### Routing congestion map, run 1

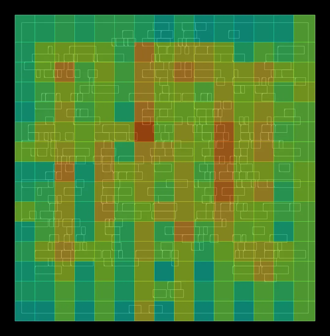
### Logic cells by family, run 1

Scale: 4 px per micron.
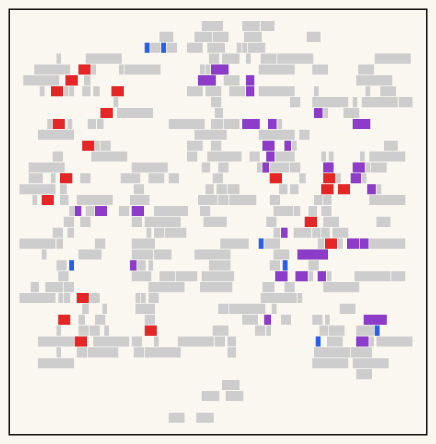
### Clock network drawn from the DEF, run 1

Scale: 4 px per micron.
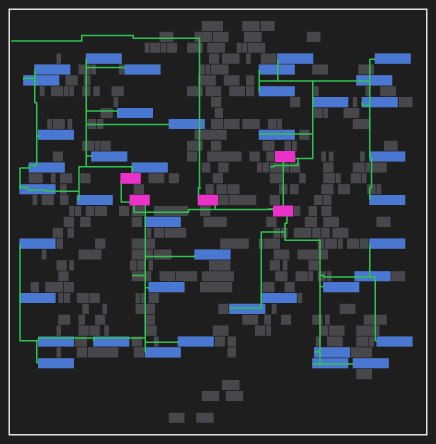
### Routed metal per tile, run 1

Scale: 4 px per micron. The die is cut into 21 by 21 equal tiles; white is low, dark blue is high, scaled to the fullest tile. Values are wire area over tile area, all layers added.
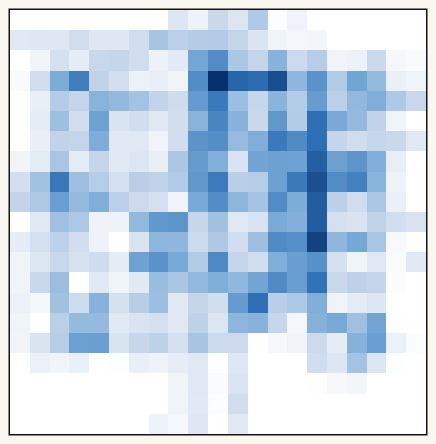
$ cat config.mk
export PLATFORM = sky130hd
export DESIGN_NAME = gb_timer
export DESIGN_NICKNAME = d
export VERILOG_FILES = /design/src/rtl/gb_timer_pkg.sv /design/src/rtl/gb_timer_div.sv /design/src/rtl/gb_timer.sv
export SDC_FILE = /design/constraint.sdc
export NUM_CORES = 1
export LEC_CHECK = 0
export CAP_MARGIN = 15
export CORE_AREA = 2 2 102 104
export CTS_CLUSTER_SIZE = 30
export DETAILED_ROUTE_END_ITERATION = 7
export DIE_AREA = 0 0 104 106
export PLACE_DENSITY_LB_ADDON = 0.05
export SETUP_SLACK_MARGIN = 0.05
export SKIP_CTS_REPAIR_TIMING = 1
export SLEW_MARGIN = 20
export SYNTH_ARGS = -nofsm -noshare
export SYNTH_HDL_FRONTEND = slang
export SYNTH_HIERARCHICAL = 1
export SYNTH_SLANG_ARGS = --single-unit
$ cat constraint.sdc
create_clock -name clk -period 2.15 [get_ports clk]
set_input_delay 0.43 -clock clk [delete_from_list [all_inputs] [get_ports clk]]
set_output_delay 0.43 -clock clk [all_outputs]
set_load 0.005 [all_outputs]
$ cat src/rtl/gb_timer_pkg.sv
// Shared constants and types for the Game Boy DIV/TIMA timer block.
// Register offsets, the TAC tap table, overflow delay and FSM state type.
package gb_timer_pkg;

  localparam logic [1:0] ADR_DIV  = 2'd0;
  localparam logic [1:0] ADR_TIMA = 2'd1;
  localparam logic [1:0] ADR_TMA  = 2'd2;
  localparam logic [1:0] ADR_TAC  = 2'd3;

  localparam int TAP_00 = 9;
  localparam int TAP_01 = 3;
  localparam int TAP_10 = 5;
  localparam int TAP_11 = 7;

  localparam int         OVF_DELAY = 4;
  localparam logic [1:0] OVF_LAST  = 2'(OVF_DELAY - 1);

  typedef enum logic [1:0] {
    ST_IDLE,
    ST_OVF,
    ST_RELOAD
  } ovfState_t;

  function automatic logic tapBit(input logic [15:0] cnt, input logic [1:0] sel);
    logic bitVal;
    case (sel)
      2'b00:   bitVal = cnt[TAP_00];
      2'b01:   bitVal = cnt[TAP_01];
      2'b10:   bitVal = cnt[TAP_10];
      default: bitVal = cnt[TAP_11];
    endcase
    return bitVal;
  endfunction

endpackage

$ cat src/rtl/gb_timer_div.sv
// Free-running 16-bit divider with DIV clear, TAC tap mux and falling-edge tick detect.
// The tick is evaluated on next-state values so TIMA steps on the same edge the tap falls.
module gb_timer_div
  import gb_timer_pkg::*;
(
  input  logic       clk,
  input  logic       reset,
  input  logic       i_divClear,
  input  logic [2:0] i_tacNext,
  output logic [7:0] o_div,
  output logic       o_tickFall
);

  logic [15:0] r_cnt;
  logic        r_tickPrev;
  logic [15:0] w_cntNext;
  logic        w_tickNext;

  always_comb begin
    w_cntNext  = i_divClear ? 16'd0 : r_cnt + 16'd1;
    w_tickNext = i_tacNext[2] & tapBit(w_cntNext, i_tacNext[1:0]);
  end

  always_ff @(posedge clk or posedge reset) begin
    if (reset) begin
      r_cnt      <= 16'd0;
      r_tickPrev <= 1'b0;
    end else begin
      r_cnt      <= w_cntNext;
      r_tickPrev <= w_tickNext;
    end
  end

  assign o_div      = r_cnt[15:8];
  assign o_tickFall = r_tickPrev & ~w_tickNext;

endmodule

$ cat src/rtl/gb_timer.sv
// Game Boy timer: TIMA/TMA/TAC registers, delayed-overflow reload FSM and bus read mux.
module gb_timer
  import gb_timer_pkg::*;
(
  input  logic       clk,
  input  logic       reset,
  input  logic [1:0] adr,
  input  logic       sel_tim,
  input  logic       wr,
  input  logic [7:0] din,
  output logic [7:0] dout,
  output logic       irq_tim
);

  logic [7:0] r_tima;
  logic [7:0] r_tma;
  logic [2:0] r_tac;
  ovfState_t  r_state;
  logic [1:0] r_ovfCnt;
  logic       r_irq;

  logic       w_wrEn;
  logic       w_divWr;
  logic       w_timaWr;
  logic       w_tmaWr;
  logic       w_tacWr;
  logic [2:0] w_tacNext;
  logic [7:0] w_tmaNext;
  logic [7:0] w_div;
  logic       w_tickFall;

  assign w_wrEn    = sel_tim & wr;
  assign w_divWr   = w_wrEn & (adr == ADR_DIV);
  assign w_timaWr  = w_wrEn & (adr == ADR_TIMA);
  assign w_tmaWr   = w_wrEn & (adr == ADR_TMA);
  assign w_tacWr   = w_wrEn & (adr == ADR_TAC);
  assign w_tacNext = w_tacWr ? din[2:0] : r_tac;
  assign w_tmaNext = w_tmaWr ? din : r_tma;

  gb_timer_div u_div (
    .clk        (clk),
    .reset      (reset),
    .i_divClear (w_divWr),
    .i_tacNext  (w_tacNext),
    .o_div      (w_div),
    .o_tickFall (w_tickFall)
  );

  // The reload edge takes priority over a TIMA write; a same-edge TMA write feeds the reload.
  always_ff @(posedge clk or posedge reset) begin
    if (reset) begin
      r_tima   <= 8'h00;
      r_tma    <= 8'h00;
      r_tac    <= 3'b000;
      r_state  <= ST_IDLE;
      r_ovfCnt <= 2'd0;
      r_irq    <= 1'b0;
    end else begin
      r_irq <= 1'b0;
      if (w_tmaWr) r_tma <= din;
      if (w_tacWr) r_tac <= din[2:0];
      case (r_state)
        ST_OVF: begin
          if (r_ovfCnt == OVF_LAST) begin
            r_tima  <= w_tmaNext;
            r_irq   <= 1'b1;
            r_state <= ST_RELOAD;
          end else if (w_timaWr) begin
            r_tima  <= din;
            r_state <= ST_IDLE;
          end else begin
            r_ovfCnt <= r_ovfCnt + 2'd1;
            if (w_tickFall) r_tima <= r_tima + 8'd1;
          end
        end
        default: begin
          r_state <= ST_IDLE;
          if (w_timaWr) begin
            r_tima <= din;
          end else if (w_tickFall) begin
            if (r_tima == 8'hFF) begin
              r_tima   <= 8'h00;
              r_state  <= ST_OVF;
              r_ovfCnt <= 2'd0;
            end else begin
              r_tima <= r_tima + 8'd1;
            end
          end
        end
      endcase
    end
  end

  always_comb begin
    dout = 8'hFF;
    if (sel_tim) begin
      case (adr)
        ADR_DIV:  dout = w_div;
        ADR_TIMA: dout = r_tima;
        ADR_TMA:  dout = r_tma;
        default:  dout = {5'b11111, r_tac};
      endcase
    end
  end

  assign irq_tim = r_irq;

endmodule

==> summary.txt, run 1 <==
Implementation summary

Setup repair after global routing could not meet its margin everywhere. Pin placement for this block handled 23 I/O pins. Among cell families on the critical path, the largest total delay comes from simple AND/OR/NAND/NOR gates. The antenna violation net count after detailed routing is 0.

The combinational logic power is 1.36 mW. The tally of unique sky130hd cells used after synthesis is 47. The worst path required time is 2.32 ns. The cell group occupying the most layout area is multi-input combinational cells. The startpoint type of the worst setup path is an input pin. The via count of the first global-routing pass came to 2044. For this run, design rule violations remaining after detail routing come to 0. The dominant power group in this design is combinational cells. Per the gpl log, the routability congestion estimate is 0.737. Detailed placement finished with a half-perimeter wire length of 5160 microns. On the critical path the data arrives at 2.53 ns.

The number of synthesized register bits is 41. The die width is 104 microns. The tally of OpenROAD warnings is 28.

Counting flops with an async set or reset pin after synthesis yields a share of 1.00. In this run the tool buffered the top-level ports with 22 buffer cells. The initial antenna violation count is 0. The detailed placer reported the number of placed instances as 429.

The most prevalent standard cell on the critical path is sky130_fd_sc_hd__mux2_4. The combinational gate area is 0.00139 sq mm. The area share of the leading cell type in the synthesized netlist is 0.426. The normalized max-slew margin is 0.726.

Per the layout area report, the sequential fraction of cell area is 0.302. In this run the clock root is driven by a sky130_fd_sc_hd__clkbuf_8. The flow ran to the end, but the final reports show violations. TritonCTS built the clock tree. In this run the deepest clock path goes through 2 buffers. The power per cell area is 908 mW/mm^2. The maximum vdd ir drop is 0.333 mV. The global-route wire length before repair is 11300 microns.

The biggest fanout along the worst timing path is 7. The most critical hold endpoint after final layout shows a slack of 0.485 ns. The number of cell instances on the worst register-to-register path is 9. For reference, the placement row count at floorplan is 37. In this run the full chip footprint comes out at 0.0110 sq mm. The final reports fail on setup timing.

The core region is 0.0100 sq mm. The number of buffers and inverters on the critical path is 1. The number of flops mapped to enable cells by yosys is 0. After layout, the inverter instance count without clock inverters stands at 7. Per the timing report, the most critical flop-to-flop path finishes at r_tima[5].

For reference, the most critical setup path is categorized as input pin to flip-flop. Summing all flip-flop and latch instances after layout gives 0.00103 sq mm. The gate count after technology mapping is 238. The internal cell power is 2.00 mW.

The first-pass iteration count of the detailed router is 4. The final clock skew is 0.00363 ns. The primary flip-flop cell chosen by synthesis mapping is sky130_fd_sc_hd__dfrtp_1. The clock period minus final worst setup slack is 2.36 ns. The power drawn by the sequential cells is 1.16 mW.

Listed in order, past its start point the critical path passes buf_6 -> nand4_1 -> mux2_4 -> nor4b_4 -> mux2_4 -> nor3_4 -> o21a_4 -> or3_4 -> nor2_1 -> a31oi_1. The H-tree level count is 2. The setup-violating endpoint count in the final report is 11. In this run, power in the clock network comes to 574 uW. Setup slack on the critical path of the routed design comes to -0.208 ns. The leakage power is 1.53 nW. The layout summary lists the proportion of cells stronger than drive strength 1 as 0.375. The synthesis-to-finish area growth is 41.1%. Of all the cell area in the finished design, non-clock buffers hold 0.202.

Per the final report, max-transition violations number 0. Entering global routing, the biggest net connects 25 pins. Fill cells in the final layout number 1038. The layout has 76 buffers outside the clock class.

The average cell area after synthesis is 10.1 sq um. The register share after synthesis is 0.426. The CTS log lists the clock sinks for this run as 41. Setup total negative slack on the finished layout was measured at -1.66 ns. Clock tree synthesis inserted a total of 5 buffers. The tool flagged a number of max-cap violations equal to 0. Of the total power, registers draw 0.374. In the final report, the number of hold violations comes to 0. The worst setup path is captured at a flip-flop.

The repair_antennas step left the layout with diodes totalling 0. During tapcell insertion the tool placed 136 well taps. For this configuration, the core starts out at a cell density of 0.241. 175 cells are multi-input combinational gates.

The layout sequential cell count is 41. The class of the most critical hold timing path is input pin to async pin. Yosys attributes the largest share of cell area to sky130_fd_sc_hd__dfrtp_1, sky130_fd_sc_hd__mux2_2, sky130_fd_sc_hd__nor2_1.
Back to the opening pictures, 'Routing congestion map':
global-route met3 utilization: 0.0215
most utilized layer in the global route result: met2

Back to the opening pictures, 'Logic cells by family':
colour	family	cells
red	xor and xnor cells	19
purple	aoi and oai cells	30
blue	inv cells	7
final cell count without fillers: 443
most frequent logic cell in the layout: sky130_fd_sc_hd__buf_4

Back to the opening pictures, 'Clock network drawn from the DEF':
[magenta] clock drivers | count: 5
[green] clock wires | length: 686 microns
[blue] flip-flops | count: 41
flops lie	widely spread
routed clock nets	6
Clock power frac: 0.186
clock latency of the later-clocked register in the worst-skew pair: 0.29 ns

Back to the opening pictures, 'Routed metal per tile':
densest ninth of the die	centre
nearly empty tiles	22%
tiles over half the peak	15%
via count of the routed design: 1967
post-DR wirelength/cell: 15.8 microns
final wirelength: 7000 microns
Tot GR Track Use: 0.131

## run 1: per-layer routing
metal | vias up | global-route usage | routed length [microns]
li1 | 975 | - | -
met3 | 2 | 0.0215 | 170
met5 | - | 0 | 0
met1 | 970 | 0.173 | 3220
met4 | 0 | 0.0232 | 37
met2 | 20 | 0.227 | 3570
## run 1: worst max path at each step
stage	startpoint	end	slack [ns]	cells after the start
floorplan	adr[0]	r_tima[5]	-0.37	11
global placement	sel_tim	r_tima[1]	-0.97	10
detailed placement	sel_tim	r_tima[1]	-1.06	10
CTS	sel_tim	r_tima[1]	-0.78	10
global route	wr	r_tima[1]	-0.27	10
finish	wr	r_tima[5]	-0.21	10
## run 1: metrics by stage
stage / util / cell area [sq um] / power [mW]
detailed placement: 0.309 / 3090 / 2.38
finish: 0.340 / 3400 / 3.09
CTS: 0.319 / 3190 / 2.98
floorplan: - / 2460 / 1.88
global route: 0.340 / 3400 / 3.33
global placement: 0.309 / 3090 / 2.40
## run 1: cell families (layout without fill, tap and decap cells)
| family | after synthesis | in the layout | synth area share |
|---|---|---|---|
| buffers and inverters | 23 | 91 | 0.0592 |
| adders and majority gates | 3 | 3 | 0.0156 |
| muxes | 22 | 22 | 0.116 |
| xor gates and xnor gates | 19 | 19 | 0.0690 |
| and+or+nand+nor | 98 | 99 | 0.221 |
| AOI/OAI and AO/OA | 32 | 32 | 0.0939 |
| DFF | 41 | 41 | 0.426 |
## run 1: cell usage in the layout (no fill, tap or decap), types with 2 or more instances in the layout
master,n
sky130_fd_sc_hd__or3_4,2
sky130_fd_sc_hd__o2111ai_1,3
sky130_fd_sc_hd__ha_1,3
sky130_fd_sc_hd__buf_4,49
sky130_fd_sc_hd__nand2_1,22
sky130_fd_sc_hd__nand4_1,4
sky130_fd_sc_hd__nand3_1,11
sky130_fd_sc_hd__and3_1,6
sky130_fd_sc_hd__o21ai_0,3
sky130_fd_sc_hd__o22ai_1,3
sky130_fd_sc_hd__mux4_2,3
sky130_fd_sc_hd__a21oi_1,2
sky130_fd_sc_hd__inv_1,7
sky130_fd_sc_hd__buf_6,7
sky130_fd_sc_hd__nor3_4,3
sky130_fd_sc_hd__o211ai_1,2
sky130_fd_sc_hd__o22ai_2,3
sky130_fd_sc_hd__clkdlybuf4s50_1,8
sky130_fd_sc_hd__dfrtp_1,41
sky130_fd_sc_hd__nor2_1,29
sky130_fd_sc_hd__mux2_2,14
sky130_fd_sc_hd__nand2b_1,5
sky130_fd_sc_hd__mux2_4,4
sky130_fd_sc_hd__nor2_4,3
sky130_fd_sc_hd__clkbuf_8,7
sky130_fd_sc_hd__xor2_1,10
sky130_fd_sc_hd__a31oi_1,5
sky130_fd_sc_hd__o21ai_2,3
sky130_fd_sc_hd__dlymetal6s2s_1,10
sky130_fd_sc_hd__xnor2_1,9
## run 1: sequential cells by signal (all words and copies together), names as in the netlist
register and cells:
r_tac 3, r_state 2, u_div/r_cnt 16, irq_tim 1, r_tma 8, r_ovfCnt 2, u_div/r_tickPrev 1, r_tima 8
==> run 2, diff against run 1 <==
--- a/config.mk
+++ b/config.mk
@@ -13,7 +13,6 @@
 export PLACE_DENSITY_LB_ADDON = 0.05
 export SETUP_SLACK_MARGIN = 0.05
 export SKIP_CTS_REPAIR_TIMING = 1
-export SLEW_MARGIN = 20
 export SYNTH_ARGS = -nofsm -noshare
 export SYNTH_HDL_FRONTEND = slang
 export SYNTH_HIERARCHICAL = 1
### Clock network drawn from the DEF, run 2

Scale: 4 px per micron.
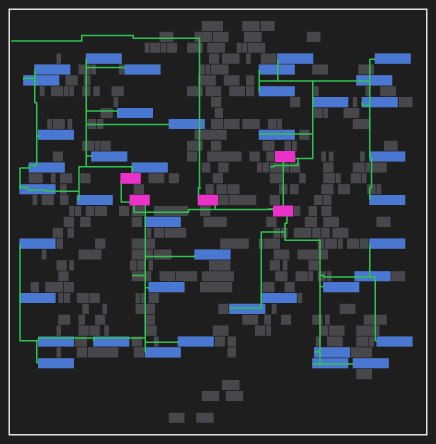
[green] clock wires | length: 686 microns
[blue] flip-flops | count: 41
[magenta] clock drivers | count: 5
routed clock nets	6
flops lie	widely spread
power consumed by the clock network: 574 uW
Layout Skew: 0.00363 ns

### Logic cells by family, run 2

Scale: 4 px per micron.
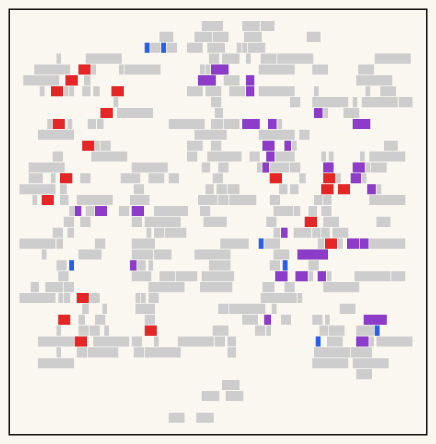
colour	family	cells
red	xor and xnor cells	19
blue	inv cells	7
purple	aoi and oai cells	30
share of cell area taken by multi-input logic gates: 0.409

### Routing congestion map, run 2

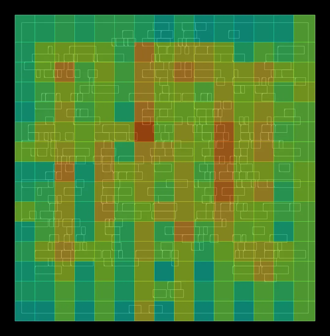
met1 track utilization from global routing: 0.173
met2 usage in global routing: 0.227

==> summary.txt, run 2 <==
Implementation summary

CTS placed an instance of sky130_fd_sc_hd__clkbuf_8 at the clock tree root. The detailed router placed 1967 vias in this run. Setup repair after global routing could not meet its margin everywhere. The number of input and output port buffers inserted is 22. The flow measured a signed area growth from synthesis to layout of 41.1%. The insertion delay at the late pin of the worst-skew pair is 0.29 ns. OpenROAD emitted warnings numbering 28. Walking the worst path, the cells encountered are buf_6 -> nand4_1 -> mux2_4 -> nor4b_4 -> mux2_4 -> nor3_4 -> o21a_4 -> or3_4 -> nor2_1 -> a31oi_1. The via count of the first global-routing pass is 2044.

The power report puts the leakage power at 1.53 nW. The number of remaining DRC errors is 0. The critical path maximum fanout is 7.

The most flop-heavy register is u_div/r_cnt. The setup total negative slack is -1.66 ns. The final standard cell utilization of the core is 0.340. The final timing report derives a shortest allowable period of 2.36 ns. The setup-violating endpoint count in the final report is 11. The number of flops mapped to enable cells by yosys is 0.

The run finished, with violations left. Dividing the synthesized area by the synthesized cell count gives 10.1 sq um. The first TritonRoute pass finished after 4 iterations. Per the CTS log, the buffer count on the longest clock path is 2. The initial antenna violation count came to 0. The final hold violation count recorded for this run is 0.

The internal portion of the total power is 2.00 mW. The placement stage leaves a total instance area of 0.00309 sq mm. The highest supply drop recorded on VDD is 0.333 mV.

The final antenna diode count is 0. The total number of placement rows is 37. The clock tree from TritonCTS is yes.

Detailed placement ended at an HPWL of 5160 microns. The final reports fail on setup timing. Per the TritonCTS log, the buffer count is 5. The cell count after placement is 429. In this run the remaining antenna-violating nets after routing total 0.

The endpoint arrival time on the critical path is 2.53 ns. The layout cell share with drive strength beyond 1 is 0.375. The endpoint class of the critical path is a flip-flop.

The global-route wire length before repair is 11300 microns. Of the post-synthesis cell area, the dominant cell type holds 0.426. The critical path in the final layout is reported with a setup slack of -0.208 ns. The class of the most critical hold timing path is input pin to async pin.

The primary flip-flop cell chosen by synthesis mapping is sky130_fd_sc_hd__dfrtp_1. Yosys reported that registers with async set or reset make up 1.00. The data required time reported for the critical path is 2.32 ns. The total die size is 0.0110 sq mm. The main area contributors are sky130_fd_sc_hd__dfrtp_1, sky130_fd_sc_hd__mux2_2, sky130_fd_sc_hd__nor2_1. The register share after synthesis is 0.426.
[run 2: path summary, 6_finish.rpt]
| kind | startpoint | to | depth (start not counted) |
|---|---|---|---|
| min in group clk | u_div/r_cnt[0] | u_div/r_cnt[0] | 1 |
| max in group asynchronous | reset | r_tima[7] | 3 |
| hold / removal | reset | u_div/r_cnt[13] | 3 |
| setup / recovery | wr | r_tima[5] | 10 |
| setup reg to reg | u_div/r_cnt[0] | r_tima[5] | 9 |
| hold reg to reg | u_div/r_cnt[0] | u_div/r_cnt[0] | 1 |
[run 2: cell type report]
cell class	instances	area (sq um)
Sequential cell	41	1030
Timing Repair Buffer	76	687
Clock inverter	1	5.00
Tap cell	136	170
Clock buffer	7	96.3
Fill cell	1038	6600
Inverter	7	26.3
Multi-Input combinational cell	175	1390
[run 2: layer usage]
layer | global-route usage | vias to the layer above | part of all wire
met2 | 0.227 | 20 | 0.51
li1 | - | 975 | -
met5 | 0 | - | 0
met3 | 0.0215 | 2 | 0.024
met1 | 0.173 | 970 | 0.46
met4 | 0.0232 | 0 | 0.0053
[run 2: power by group through the flow]
| stage | combinational, mW | clock [mW] | sequential (mW) |
|---|---|---|---|
| after floorplan | 0.734 | 0 | 1.15 |
| after global placement | 1.22 | 0 | 1.17 |
| after detailed placement | 1.21 | 0 | 1.17 |
| after CTS | 1.22 | 0.604 | 1.15 |
| after global routing | 1.51 | 0.639 | 1.18 |
| final | 1.36 | 0.574 | 1.16 |
[run 2: critical path: cells and delay by family]
kind	cells	cell delay, ns
compound gates	2	0.28
buf+inv	1	0.08
mux	2	0.61
simple gates	5	1.12
[run 2: kinds of logic (layout without fill, tap and decap cells)]
kind of cell	after synthesis	after routing	share of synthesized area
multiplexers	22	22	0.116
XOR/XNOR	19	19	0.0690
adder cells (fa/ha/maj)	3	3	0.0156
AND-OR/OR-AND	32	32	0.0939
flip-flops	41	41	0.426
buffers and inverters	23	91	0.0592
AND/OR/NAND/NOR	98	99	0.221
No activity file was given, so power comes from the tool's default toggle rates.
